==> src/rtl/score_recorder.sv <==
// Purpose: records keypad notes as (note, octave, length_ms) entries into a score RAM; SCORE_REC_REST_EN adds rest entries.
// Latency: an entry is written one clk after the event that closes it; the end marker follows the flush by one clk.
// Backpressure: none; the RAM takes a write every cycle, and when it is full presses are ignored until en drops.
module score_recorder #(
  parameter int          ADDR_W  = 8,
  parameter logic [15:0] MAX_LEN = 16'hFFFF
) (
  input  logic              clk,
  input  logic              rst_n,
  input  logic              clk_1ms,
  input  logic              en,
  input  logic              key_down,
  input  logic [3:0]        note,
  input  logic [3:0]        octave,
  output logic              wr_en,
  output logic [ADDR_W-1:0] wr_addr,
  output logic [3:0]        wr_note,
  output logic [3:0]        wr_octave,
  output logic [15:0]       wr_length,
  output logic [ADDR_W:0]   count,
  output logic              full,
  output logic              recording
);

  localparam logic [ADDR_W:0] DEPTH = {1'b1, {ADDR_W{1'b0}}};

  typedef enum logic [2:0] {
    IDLE,
    ARMED,
    NOTE,
`ifdef SCORE_REC_REST_EN
    GAP,
`endif
    STOP,
    FULL
  } state_t;

  state_t              state_q, state_d;
  logic                clk_1ms_q;
  logic [3:0]          cur_note_q, cur_note_d;
  logic [3:0]          cur_oct_q, cur_oct_d;
  logic [15:0]         len_q, len_d;
  logic [ADDR_W:0]     count_d;
  logic                wr_en_d;
  logic [ADDR_W-1:0]   wr_addr_d;
  logic [3:0]          wr_note_d, wr_octave_d;
  logic [15:0]         wr_length_d;

  logic                tick;
  logic [15:0]         len_inc;
  logic                pair_changed;
  logic                wr_req;
  logic [3:0]          req_note, req_oct;
  logic [15:0]         req_len;

  assign tick         = clk_1ms & ~clk_1ms_q;
  assign len_inc      = (len_q == MAX_LEN) ? len_q : len_q + 16'd1;
  assign pair_changed = ({note, octave} != {cur_note_q, cur_oct_q});
  assign full         = (count == DEPTH);
  assign recording    = (state_q != IDLE);

  // State register plus tick edge detector, latched pair, length counter and the registered write port.
  always_ff @(posedge clk or negedge rst_n) begin
    if (!rst_n) begin
      state_q    <= IDLE;
      clk_1ms_q  <= 1'b0;
      cur_note_q <= 4'd0;
      cur_oct_q  <= 4'd0;
      len_q      <= 16'd0;
      count      <= '0;
      wr_en      <= 1'b0;
      wr_addr    <= '0;
      wr_note    <= 4'd0;
      wr_octave  <= 4'd0;
      wr_length  <= 16'd0;
    end else begin
      state_q    <= state_d;
      clk_1ms_q  <= clk_1ms;
      cur_note_q <= cur_note_d;
      cur_oct_q  <= cur_oct_d;
      len_q      <= len_d;
      count      <= count_d;
      wr_en      <= wr_en_d;
      wr_addr    <= wr_addr_d;
      wr_note    <= wr_note_d;
      wr_octave  <= wr_octave_d;
      wr_length  <= wr_length_d;
    end
  end

  // Next state; closing events raise wr_req, and a tick coinciding with a close is dropped because
  // the closing branch wins over the tick branch.
  always_comb begin
    state_d    = state_q;
    cur_note_d = cur_note_q;
    cur_oct_d  = cur_oct_q;
    len_d      = len_q;
    count_d    = count;
    wr_req     = 1'b0;
    req_note   = cur_note_q;
    req_oct    = cur_oct_q;
    req_len    = len_q;

    case (state_q)
      IDLE: begin
        if (en) begin
          count_d = '0;
          state_d = ARMED;
        end
      end
      ARMED: begin
        if (!en) begin
          state_d = STOP;
        end else if (key_down) begin
          cur_note_d = note;
          cur_oct_d  = octave;
          len_d      = 16'd0;
          state_d    = NOTE;
        end
      end
      NOTE: begin
        if (!en) begin
          wr_req  = (len_q != 16'd0);
          state_d = STOP;
        end else if (!key_down) begin
          wr_req = (len_q != 16'd0);
          len_d  = 16'd0;
`ifdef SCORE_REC_REST_EN
          state_d = GAP;
`else
          state_d = ARMED;
`endif
        end else if (pair_changed) begin
          wr_req     = (len_q != 16'd0);
          cur_note_d = note;
          cur_oct_d  = octave;
          len_d      = 16'd0;
        end else if (tick) begin
          len_d = len_inc;
        end
      end
`ifdef SCORE_REC_REST_EN
      GAP: begin
        // A rest still open when recording stops is simply dropped.
        if (!en) begin
          state_d = STOP;
        end else if (key_down) begin
          wr_req     = (len_q != 16'd0);
          req_note   = 4'd0;
          req_oct    = 4'd0;
          cur_note_d = note;
          cur_oct_d  = octave;
          len_d      = 16'd0;
          state_d    = NOTE;
        end else if (tick) begin
          len_d = len_inc;
        end
      end
`endif
      STOP: begin
        if (count != DEPTH) begin
          wr_req   = 1'b1;
          req_note = 4'd0;
          req_oct  = 4'd0;
          req_len  = 16'd0;
        end
        state_d = IDLE;
      end
      FULL: begin
        if (!en) begin
          state_d = IDLE;
        end
      end
      default: state_d = IDLE;
    endcase

    wr_en_d     = wr_req;
    wr_addr_d   = wr_addr;
    wr_note_d   = wr_note;
    wr_octave_d = wr_octave;
    wr_length_d = wr_length;
    if (wr_req) begin
      wr_addr_d   = count[ADDR_W-1:0];
      wr_note_d   = req_note;
      wr_octave_d = req_oct;
      wr_length_d = req_len;
      count_d     = count + 1'b1;
      // A write taking the last slot during recording parks in FULL; stop-time writes just finish.
      if (state_q != STOP && state_d != STOP && count_d == DEPTH) begin
        state_d = FULL;
      end
    end
  end

endmodule

==> config.mk <==
export PLATFORM = sky130hd
export DESIGN_NAME = score_recorder
export DESIGN_NICKNAME = d
export VERILOG_FILES = /design/src/rtl/score_recorder.sv
export SDC_FILE = /design/constraint.sdc
export NUM_CORES = 1
export LEC_CHECK = 0
export ABC_AREA = 1
export CAP_MARGIN = 10
export CORE_MARGIN = 5
export CORE_UTILIZATION = 55
export DETAILED_ROUTE_END_ITERATION = 7
export PLACE_DENSITY_LB_ADDON = 0.15
export SLEW_MARGIN = 20
export SYNTH_ARGS = -nofsm -noshare
export SYNTH_HDL_FRONTEND = slang
export SYNTH_SLANG_ARGS = --single-unit
==> constraint.sdc <==
create_clock -name clk -period 2.1 [get_ports clk]
set_input_delay 0.315 -clock clk [delete_from_list [all_inputs] [get_ports clk]]
set_output_delay 0.315 -clock clk [all_outputs]
set_load 0.02 [all_outputs]
==> metrics.json <==
{
  "final.min_clock_period": {"value": 1981, "unit": "ps"},
  "drv_slew": {"value": 0},
  "drc_errors": {"value": 0},
  "die-width": {"value": 95.20, "unit": "um"},
  "static-leakage-power": {"value": 2.392, "unit": "nW"},
  "detail-route-antenna-nets": {"value": 0},
  "maxSlewHeadroom": {"value": 71.10, "unit": "%"},
  "min_to": {"value": "clk_1ms_q"},
  "worstReg2RegEnd": {"value": "state_q[0]"},
  "final_nets": {"value": 608},
  "fmax": {"value": 504.9, "unit": "MHz"},
  "grt_start_max_net_pins": {"value": 71},
  "io-pin-count": {"value": 57},
  "numClockSinks": {"value": 70},
  "synth.net_count": {"value": 544},
  "rsz_0062_raised_after_global_routing": {"value": "no"},
  "crit_start": {"value": "count[0]"},
  "netlist_instances": {"value": 526},
  "critical_path.endpoint_type": {"value": "output port"},
  "synth-xor-area-share": {"value": 2.194, "unit": "%"},
  "final_cells": {"value": 694},
  "synthArstFlopShare": {"value": 100.0, "unit": "%"},
  "detailedRoute.firstIterationViolations": {"value": 276},
  "cp_cell_sequence": {"value": "inv_1 > ha_1 > nand3_1 > nor2_1 > clkdlybuf4s15_1"},
  "hold_viol": {"value": 0},
  "drive_gt1_share": {"value": 9.748, "unit": "%"},
  "final.setup_skew": {"value": 10.97, "unit": "ps"},
  "cts_htree_levels": {"value": 3},
  "post_cts_buffers": {"value": 0},
  "crit_arrival": {"value": 1670, "unit": "ps"},
  "worst_setup_path_endpoint": {"value": "full"},
  "global_route.usage.total": {"value": 24.12, "unit": "%"},
  "placed_cells_incl_taps": {"value": 677},
  "placement_rows": {"value": 31},
  "hold_class": {"value": "input port to flip-flop"},
  "synth.cellmix.adderShare": {"value": 1.567, "unit": "%"},
  "min_from": {"value": "clk_1ms"},
  "yosys.cell_types.count": {"value": 33},
  "routed_via_density": {"value": 5.261},
  "tightest_slew": {"value": 430.2, "unit": "ps"},
  "top_regs": {"value": "len_q x16, wr_length x16, count x9"},
  "die_y": {"value": 95.20, "unit": "um"},
  "grt.overflow.total": {"value": 0},
  "status": {"value": "finished, final reports clean"},
  "via_count_of_the_first_global_routing_pass": {"value": 3558},
  "clock_path_buffers": {"value": 2},
  "die_area": {"value": 0.009063, "unit": "mm2"},
  "clock_insertion_delay_worst_skew": {"value": 350, "unit": "ps"},
  "power.share.switching": {"value": 39.17, "unit": "%"},
  "powerDensity": {"value": 1021, "unit": "mW/mm2"},
  "fp_util": {"value": 55.64, "unit": "%"},
  "worstReg2RegStart": {"value": "count[0]"},
  "critPathKind": {"value": "flip-flop to output port"},
  "synth.yosys.num_cells": {"value": 526},
  "hpwlAfterDp": {"value": 7.275, "unit": "mm"},
  "basic_gates_by_area": {"value": 36.67, "unit": "%"},
  "power.clock.fraction": {"value": 24.9, "unit": "%"},
  "reg2regPathDepth": {"value": 11},
  "yosys.stat.seqShare": {"value": 43.87, "unit": "%"},
  "worst-path-max-fanout": {"value": 2},
  "internal_power": {"value": 3.055, "unit": "mW"},
  "tritoncts": {"value": "done"},
  "grt_first_pass_wirelength": {"value": 17.11, "unit": "mm"},
  "antenna-diode-count": {"value": 0},
  "port_buffers": {"value": 56},
  "core-area": {"value": 0.007176, "unit": "mm2"},
  "postSynthRegisterBits": {"value": 70},
  "postSynth.topFlopCell": {"value": "sky130_fd_sc_hd__dfrtp_1"},
  "power.switching": {"value": 1.967, "unit": "mW"},
  "fin_tns_setup": {"value": 0, "unit": "ps"},
  "reg2reg_setup_slack": {"value": 160, "unit": "ps"},
  "ys.warnings.count": {"value": 0},
  "syn_area_per_cell": {"value": 7.590, "unit": "um2"},
  "power.combinational.fraction": {"value": 40.4, "unit": "%"},
  "warning_count": {"value": 29},
  "worst_setup_hold_path_clk_slew": {"value": 80, "unit": "ps"},
  "max-vdd-ir-drop": {"value": 0.7117, "unit": "mV"},
  "setup_violations": {"value": 0},
  "syn_std_cell_area": {"value": 0.003993, "unit": "mm2"},
  "sequentialPowerShare": {"value": 34.7, "unit": "%"},
  "synth.yosys.chip_area": {"value": 0.003993, "unit": "mm2"},
  "synthAoiAreaFrac": {"value": 5.735, "unit": "%"},
  "routed_wire_length_per_instance": {"value": 14.33, "unit": "um"},
  "layout-area-overhead-vs-synth": {"value": 23.22, "unit": "%"},
  "combinational_cell_area_excluding_buffers_and_inverters": {"value": 0.001843, "unit": "mm2"},
  "topCombFamilyByArea": {"value": "simple AND/OR/NAND/NOR gates"},
  "cts_buffers": {"value": 9},
  "critical-path-slowest-cell": {"value": "sky130_fd_sc_hd__dfrtp_1"},
  "power": {"value": 5.022, "unit": "mW"},
  "drt_pre_antenna_iters": {"value": 5},
  "crit_required": {"value": 1780, "unit": "ps"},
  "cap_viol_max_count": {"value": 0},
  "initial_antenna_violation_count": {"value": 0},
  "min_delay_path_depth": {"value": 1},
  "area_occupied_by_registers": {"value": 0.001752, "unit": "mm2"},
  "finalWeightedCongestion": {"value": 0.9524},
  "filler_cell_count": {"value": 599},
  "crit_path_max_incr_delay": {"value": 380, "unit": "ps"},
  "critical_path.startpoint_type": {"value": "flip-flop"},
  "finalClockPeriodUsage": {"value": 94.32, "unit": "%"},
  "yosys-mux-area-fraction": {"value": 0, "unit": "%"},
  "cts.root.buffer_cell": {"value": "sky130_fd_sc_hd__clkbuf_8"},
  "edf_count": {"value": 0}
}
cells by family (layout without fill, tap and decap cells):
| group | Yosys count | count (layout) |
|---|---|---|
| flops | 70 | 70 |
| xor+xnor | 10 | 10 |
| simple gates | 314 | 314 |
| fa+ha+maj | 5 | 5 |
| compound gates | 43 | 43 |
| buf+inv | 84 | 153 |
through the flow:
stage               hold WS (ps)  worst slack [ps]  util, %  area, um2
floorplan                  19.41             332.9        -       3993
global placement           367.3             99.58    65.20       4678
detailed placement         365.1             69.56    65.20       4678
CTS                        436.4             59.09    68.54       4918
global route               433.0             2.791    68.56       4920
finish                     446.1             119.3    68.56       4920
cell type report:
type | count | area share [%]
Multi-Input combinational cell | 372 | 37.46
Sequential cell | 70 | 35.61
Timing Repair Buffer | 78 | 15.21
Inverter | 59 | 4.502
Clock buffer | 10 | 2.798
Tap cell | 99 | 2.518
Clock inverter | 6 | 1.907
power groups by stage:
| stage | logic, mW | registers, mW | clock network, mW |
|---|---|---|---|
| 4_1_cts | 2.04 | 1.74 | 1.26 |
| 3_3_place_gp | 1.98 | 1.76 | 0 |
| 3_5_place_dp | 2.02 | 1.77 | 0 |
| 5_1_grt | 2.26 | 1.78 | 1.32 |
| 6_report | 2.03 | 1.74 | 1.25 |
| 2_1_floorplan | 1.20 | 1.93 | 0 |
synthesized netlist by cell type (4+ instances only):
library cell              count  area, um2
sky130_fd_sc_hd__inv_2        4      15.01
sky130_fd_sc_hd__nand2_2      4      25.02
sky130_fd_sc_hd__nor3_1      15      75.07
sky130_fd_sc_hd__nor2_1      38      142.6
sky130_fd_sc_hd__xnor2_1      5      43.79
sky130_fd_sc_hd__o21ai_0     12      60.06
sky130_fd_sc_hd__nand3_1     81      405.4
sky130_fd_sc_hd__inv_1       54      202.7
sky130_fd_sc_hd__buf_4        7      52.55
sky130_fd_sc_hd__dfrtp_1     70       1752
sky130_fd_sc_hd__a21oi_1      8      40.04
sky130_fd_sc_hd__o21ai_1     22      110.1
sky130_fd_sc_hd__nand4_1     18      112.6
sky130_fd_sc_hd__ha_1         5      62.56
sky130_fd_sc_hd__buf_2       13      65.06
sky130_fd_sc_hd__nand2_1    142      533.0
sky130_fd_sc_hd__xor2_1       5      43.79
routing by layer:
metal	share of wire (%)	routed length, um	vias up	track usage (%)
li1	-	-	1838	-
met5	0	0	-	0
met4	2.0	202	0	8.774
met1	46	4535	1687	32.18
met3	5.5	551	20	4.499
met2	47	4656	106	39.18
cell usage in the layout (no fill, tap or decap), drive strengths merged:
cell type / count
a21oi: 8
and2: 1
buf: 22
bufinv: 2
clkbuf: 10
clkdlybuf4s15: 1
clkdlybuf4s50: 54
clkinv: 3
clkinvlp: 1
dfrtp: 70
dlygate4sd3: 1
ha: 5
inv: 59
nand2: 148
nand3: 84
nand3b: 2
nand4: 19
nor2: 39
nor3: 18
nor4: 3
o21ai: 34
o21bai: 1
xnor2: 5
xor2: 5
critical path, delay by kind of cell (launching register included):
family	cells	cell delay (ps)
flops	1	380
fa+ha+maj	1	200
buf+inv	2	390
simple gates	2	350
timing repair:
action,4_1_cts,5_1_grt
endpoints found under the setup margin,1,1
hold buffers,1,0
endpoints found under the hold margin,23,0
gates resized,1,1
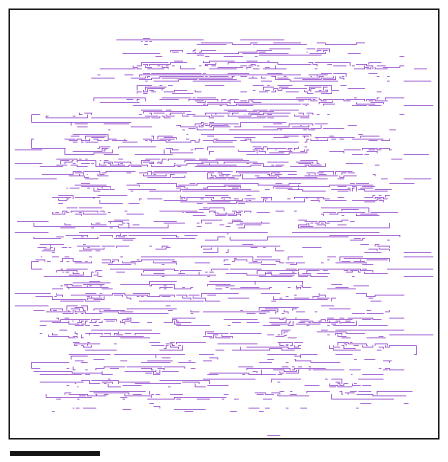
*Signal wires on met1*
The bar under the picture is 20 um long.
main direction: horizontal
wire length on this layer: 4540 um
longest straight run: 41.9 um
share of all routed wire: 46%
nets with wire on the layer: 551
Detailed Route WL: 9.945 mm
GR Util met1: 32.18%
vias after detailed routing: 3651

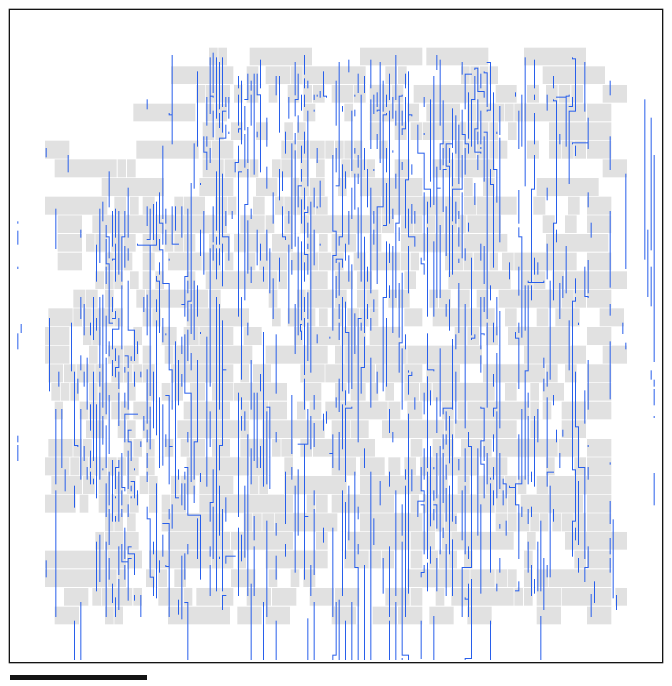
*Met2 routing*
The bar under the picture is 20 um long.
longest straight run: 42.8 um
share of all routed wire: 47%
fraction of met2 tracks used by global routing: 39.18%

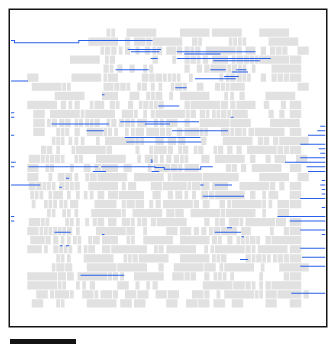
*Metal 3*
The bar under the picture is 20 um long.
wire length on this layer: 552 um
longest straight run: 28.1 um
grt met3 use: 4.499%

Power figures rest on the tool's default switching activity, not on a simulated workload.
